`src/rtl/adder_pkg.sv`:
```
// Shared types and constants for the bit-serial adder.
// Holds the controller state encoding and the default width.
package adder_pkg;

  localparam int DEFAULT_WIDTH = 8;

  typedef enum logic [1:0] {
    IDLE = 2'd0,
    RUN  = 2'd1,
    DONE = 2'd2
  } state_e;

endpackage

```
`src/rtl/full_adder.sv`:
```
// One-bit full-adder cell.
// Pure gate logic; used as the serial datapath primitive.
module full_adder (
  input  logic a,
  input  logic b,
  input  logic ci,
  output logic s,
  output logic co
);

  assign s  = a ^ b ^ ci;
  assign co = (a & b) | (a & ci) | (b & ci);

endmodule

```
`src/rtl/serial_adder_ctrl.sv`:
```
// Bit-serial add/subtract controller, one bit per cycle LSB first.
// Valid/ready on both sides; results held until consumed.
module serial_adder_ctrl
  import adder_pkg::*;
#(
  parameter int WIDTH = DEFAULT_WIDTH
) (
  input  logic             clk,
  input  logic             rst,
  input  logic             in_valid,
  output logic             in_ready,
  input  logic [WIDTH-1:0] a,
  input  logic [WIDTH-1:0] b,
  input  logic             sub,
  output logic             out_valid,
  input  logic             out_ready,
  output logic [WIDTH-1:0] sum,
  output logic             c_out,
  output logic             ovf
);

  localparam int CW = (WIDTH > 1) ? $clog2(WIDTH) : 1;
  localparam logic [CW-1:0] LAST = CW'(WIDTH - 1);

  state_e           state_q, state_d;
  logic [CW-1:0]    cnt_q, cnt_d;
  logic             carry_q, carry_d;
  logic [WIDTH-1:0] a_q, a_d;
  logic [WIDTH-1:0] b_q, b_d;
  logic [WIDTH-1:0] res_q, res_d;
  logic [WIDTH-1:0] sum_q, sum_d;
  logic             cout_q, cout_d;
  logic             ovf_q, ovf_d;

  logic fa_s;
  logic fa_co;

  full_adder u_fa (
    .a  (a_q[0]),
    .b  (b_q[0]),
    .ci (carry_q),
    .s  (fa_s),
    .co (fa_co)
  );

  always_comb begin
    state_d = state_q;
    cnt_d   = cnt_q;
    carry_d = carry_q;
    a_d     = a_q;
    b_d     = b_q;
    res_d   = res_q;
    sum_d   = sum_q;
    cout_d  = cout_q;
    ovf_d   = ovf_q;
    unique case (state_q)
      IDLE: begin
        if (in_valid) begin
          a_d     = a;
          b_d     = sub ? ~b : b;
          carry_d = sub;
          cnt_d   = '0;
          state_d = RUN;
        end
      end
      RUN: begin
        a_d     = a_q >> 1;
        b_d     = b_q >> 1;
        res_d   = {fa_s, res_q[WIDTH-1:1]};
        carry_d = fa_co;
        if (cnt_q == LAST) begin
          // carry_q here is the carry into the MSB
          sum_d   = {fa_s, res_q[WIDTH-1:1]};
          cout_d  = fa_co;
          ovf_d   = carry_q ^ fa_co;
          state_d = DONE;
        end else begin
          cnt_d = cnt_q + CW'(1);
        end
      end
      DONE: begin
        if (out_ready) state_d = IDLE;
      end
      default: state_d = IDLE;
    endcase
  end

  always_ff @(posedge clk) begin
    if (rst) begin
      state_q <= IDLE;
      cnt_q   <= '0;
      carry_q <= 1'b0;
      a_q     <= '0;
      b_q     <= '0;
      res_q   <= '0;
      sum_q   <= '0;
      cout_q  <= 1'b0;
      ovf_q   <= 1'b0;
    end else begin
      state_q <= state_d;
      cnt_q   <= cnt_d;
      carry_q <= carry_d;
      a_q     <= a_d;
      b_q     <= b_d;
      res_q   <= res_d;
      sum_q   <= sum_d;
      cout_q  <= cout_d;
      ovf_q   <= ovf_d;
    end
  end

  assign in_ready  = (state_q == IDLE);
  assign out_valid = (state_q == DONE);
  assign sum       = sum_q;
  assign c_out     = cout_q;
  assign ovf       = ovf_q;

endmodule

```
`config.mk`:
```
export PLATFORM = sky130hd
export DESIGN_NAME = serial_adder_ctrl
export DESIGN_NICKNAME = d
export VERILOG_FILES = /design/src/rtl/adder_pkg.sv /design/src/rtl/full_adder.sv /design/src/rtl/serial_adder_ctrl.sv
export SDC_FILE = /design/constraint.sdc
export NUM_CORES = 1
export LEC_CHECK = 0
export CAP_MARGIN = 20
export CORE_MARGIN = 5
export CORE_UTILIZATION = 35
export CTS_CLUSTER_DIAMETER = 50
export DETAILED_ROUTE_END_ITERATION = 6
export SYNTH_ARGS = -nofsm -noshare
export SYNTH_HDL_FRONTEND = slang
export SYNTH_HIERARCHICAL = 1
export SYNTH_SLANG_ARGS = --single-unit
```
`constraint.sdc`:
```
create_clock -name clk -period 1.4 [get_ports clk]
set_input_delay 0.21 -clock clk [delete_from_list [all_inputs] [get_ports clk]]
set_output_delay 0.21 -clock clk [all_outputs]
set_load 0.01 [all_outputs]
```
Routing congestion map:
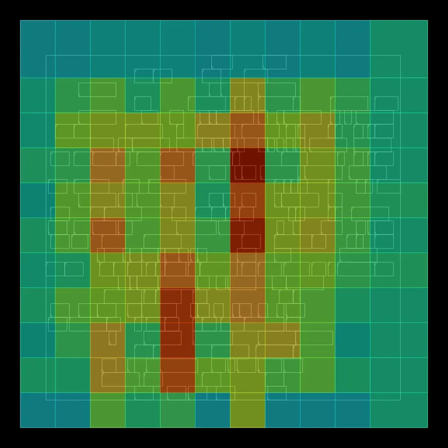
GR met1 Demand/Resource: 0.1401
global route hottest layer: met2

Routed metal, one color a layer:
Two of the layers only.
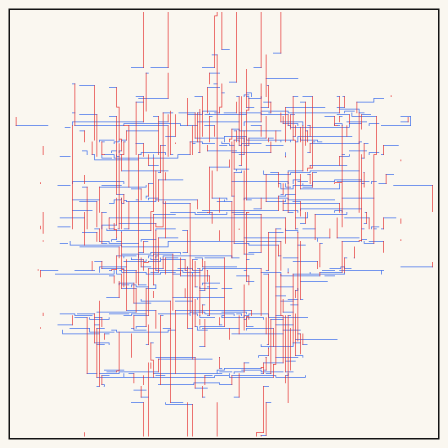
legend:
  blue:
    layer: met1
    wire_length: 1630 um
  red:
    layer: met2
    wire_length: 1610 um
final WL: 3470 um
Total GRT Usage: 0.1156
via count: 1444

==> flow_summary.json <==
{
  "die_area_um2": 6455,
  "tightest_slew_ns": 0.5508,
  "cp.depth": 1,
  "finalHoldViolations": 0,
  "logic_area_um2": 890.9,
  "worstHoldPathType": "reg -> reg",
  "ys_cells": 189,
  "period_used_share": 0.9705,
  "vias_per_cell": 4.797,
  "cts_resized": 10,
  "end_kind": "primary output",
  "cpMaxStageDelayCell": "clkdlybuf4s50_1",
  "crit_fanout": 2,
  "antenna_cells": 0,
  "synth_area_um2": 1732,
  "largest_area_cell": "dfxtp_1",
  "cts_buffer_depth": 2,
  "cts_num_sinks": 39,
  "syn_avg_cell_area_um2": 9.162,
  "most_common_cell": "dfxtp_1",
  "top_cells_by_count": "dfxtp_1 (39), nand2_1 (38), a21oi_1 (17)",
  "path_cells": "clkdlybuf4s50_1",
  "ir_drop_uv": 357.0,
  "fin_util": 0.4953,
  "logic_family": "AND-OR/OR-AND gates",
  "ys_chip_area_um2": 1732,
  "cts-root-buf": "clkbuf_8",
  "stdcell_area_um2": 2355,
  "warnings": 27,
  "synth_top_area_share": 0.4509,
  "syn_inst": 189,
  "drc_errors": 0,
  "finalSetupViolCount": 0,
  "area_delta_synth_final_pct": 35.98,
  "rsz0062_at_grt": "yes",
  "clk_pin_slew_worst_paths_ns": 0.08,
  "rows": 25,
  "rr_startpoint": "cnt_q[0]",
  "post-cts-setup-buffer-count": 0,
  "yosys_warnings": 6,
  "synth_flop_count": 39,
  "power.leakage_uw": 0.0009187,
  "maxCapViolations": 0,
  "critPathLaunch": "sum[3]",
  "xor_share": 0.04552,
  "setup_tns_ns": 0,
  "critPathLaunchType": "flip-flop",
  "grt_pass1_vias": 1324,
  "n_fill_cell": 478,
  "async_reset_ff_frac": 0,
  "clk_latency_ns": 0.29,
  "max-slew-margin-rel": 0.6311,
  "mux_area_frac": 0.05275,
  "dr.pass1.iters": 4,
  "enable_flop_cells": 0,
  "die_height_um": 80.34,
  "status": "complete, no violations",
  "power.total_uw": 2247,
  "gp_congestion": 0.7382,
  "gr-total-overflow": 0,
  "ys_top_cells_by_area": "dfxtp_1 (45%), nand2_1 (8.2%), o22ai_2 (5.1%)",
  "path_class": "reg -> out",
  "drt_iter0_markers": 72,
  "hold_end": "sum[6]",
  "synth.cellmix.compoundShare": 0.2124,
  "flop_cell": "dfxtp_1",
  "clock_skew_ns": 0.008388,
  "r2r_end": "ovf",
  "drv_slew": 0,
  "r2r_cells": 5,
  "io_buffers": 32,
  "ys_sh_adder": 0.02601,
  "clock.fmax_ghz": 0.7360,
  "ctsHoldBuffers": 0,
  "cts_tree": "built",
  "cp_top_family": "buffers and inverters",
  "synth-simple-area-share": 0.1626
}
Register map, names as in the netlist:
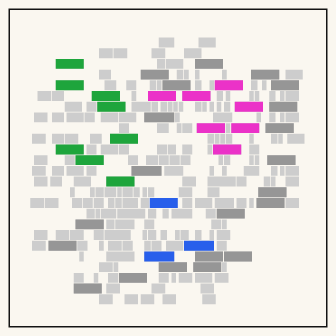
legend:
  green:
    signal: b_q
    flops: 8
  blue:
    signal: cnt_q
    flops: 3
  magenta:
    signal: res_q
    flops: 7
not colored: 21

## cell usage in the layout (no fill, tap or decap), drive strengths merged, types with 3 or more instances in the layout
master / n
a21oi: 17
nor2: 11
nand3: 5
o22ai: 8
clkbuf: 6
dlymetal6s2s: 5
xnor2: 8
a211oi: 9
clkdlybuf4s50: 25
buf: 19
a22oi: 8
dfxtp: 39
a31oi: 3
nand2: 38
nor2b: 3
mux2i: 8
## through the flow
stage | setup slack [ns] | hold WS [ns] | instances
3_5_place_dp | -0.1960 | 0.4453 | 293
4_1_cts | 0.008195 | 0.4562 | 301
3_3_place_gp | -0.1998 | 0.4441 | 293
5_1_grt | -0.01092 | 0.4819 | 301
2_1_floorplan | 0.06595 | 0.3700 | 189
6_report | 0.04130 | 0.4511 | 301
## per-layer routing
metal,routed length (um),GRT usage,share of wire,up-vias
li1,-,-,-,750
met1,1631,0.1401,0.47,662
met2,1608,0.1871,0.46,25
met3,166,0.03587,0.048,7
met4,63,0.05068,0.018,0
met5,0,0,0,-
## state kept, by name (all words and copies together) (netlist names)
signal	flops
carry_q	1
sum	8
b_q	8
ovf	1
c_out	1
res_q	7
cnt_q	3
state_q	2
a_q	8
## cell families after synthesis
| family | after synthesis |
|---|---|
| DFF | 39 |
| muxes | 9 |
| buffers and inverters | 15 |
| AOI/OAI and AO/OA | 49 |
| adders and majority gates | 3 |
| and+or+nand+nor | 65 |
| xor gates and xnor gates | 9 |
## area by class of cell
type	instances	area share
inverters	1	0.001594
repair buffers	51	0.2147
clock inverters	2	0.005313
well taps	67	0.03560
multi-input cells	135	0.3783
flip-flops and latches	39	0.3337
clock buffers	6	0.03082
## power breakdown
group	switching, uW	internal, uW
clock network	383	348
registers	31.8	1160
logic	147	179
total	562	1690
Power is estimated from default activity; no workload was simulated.
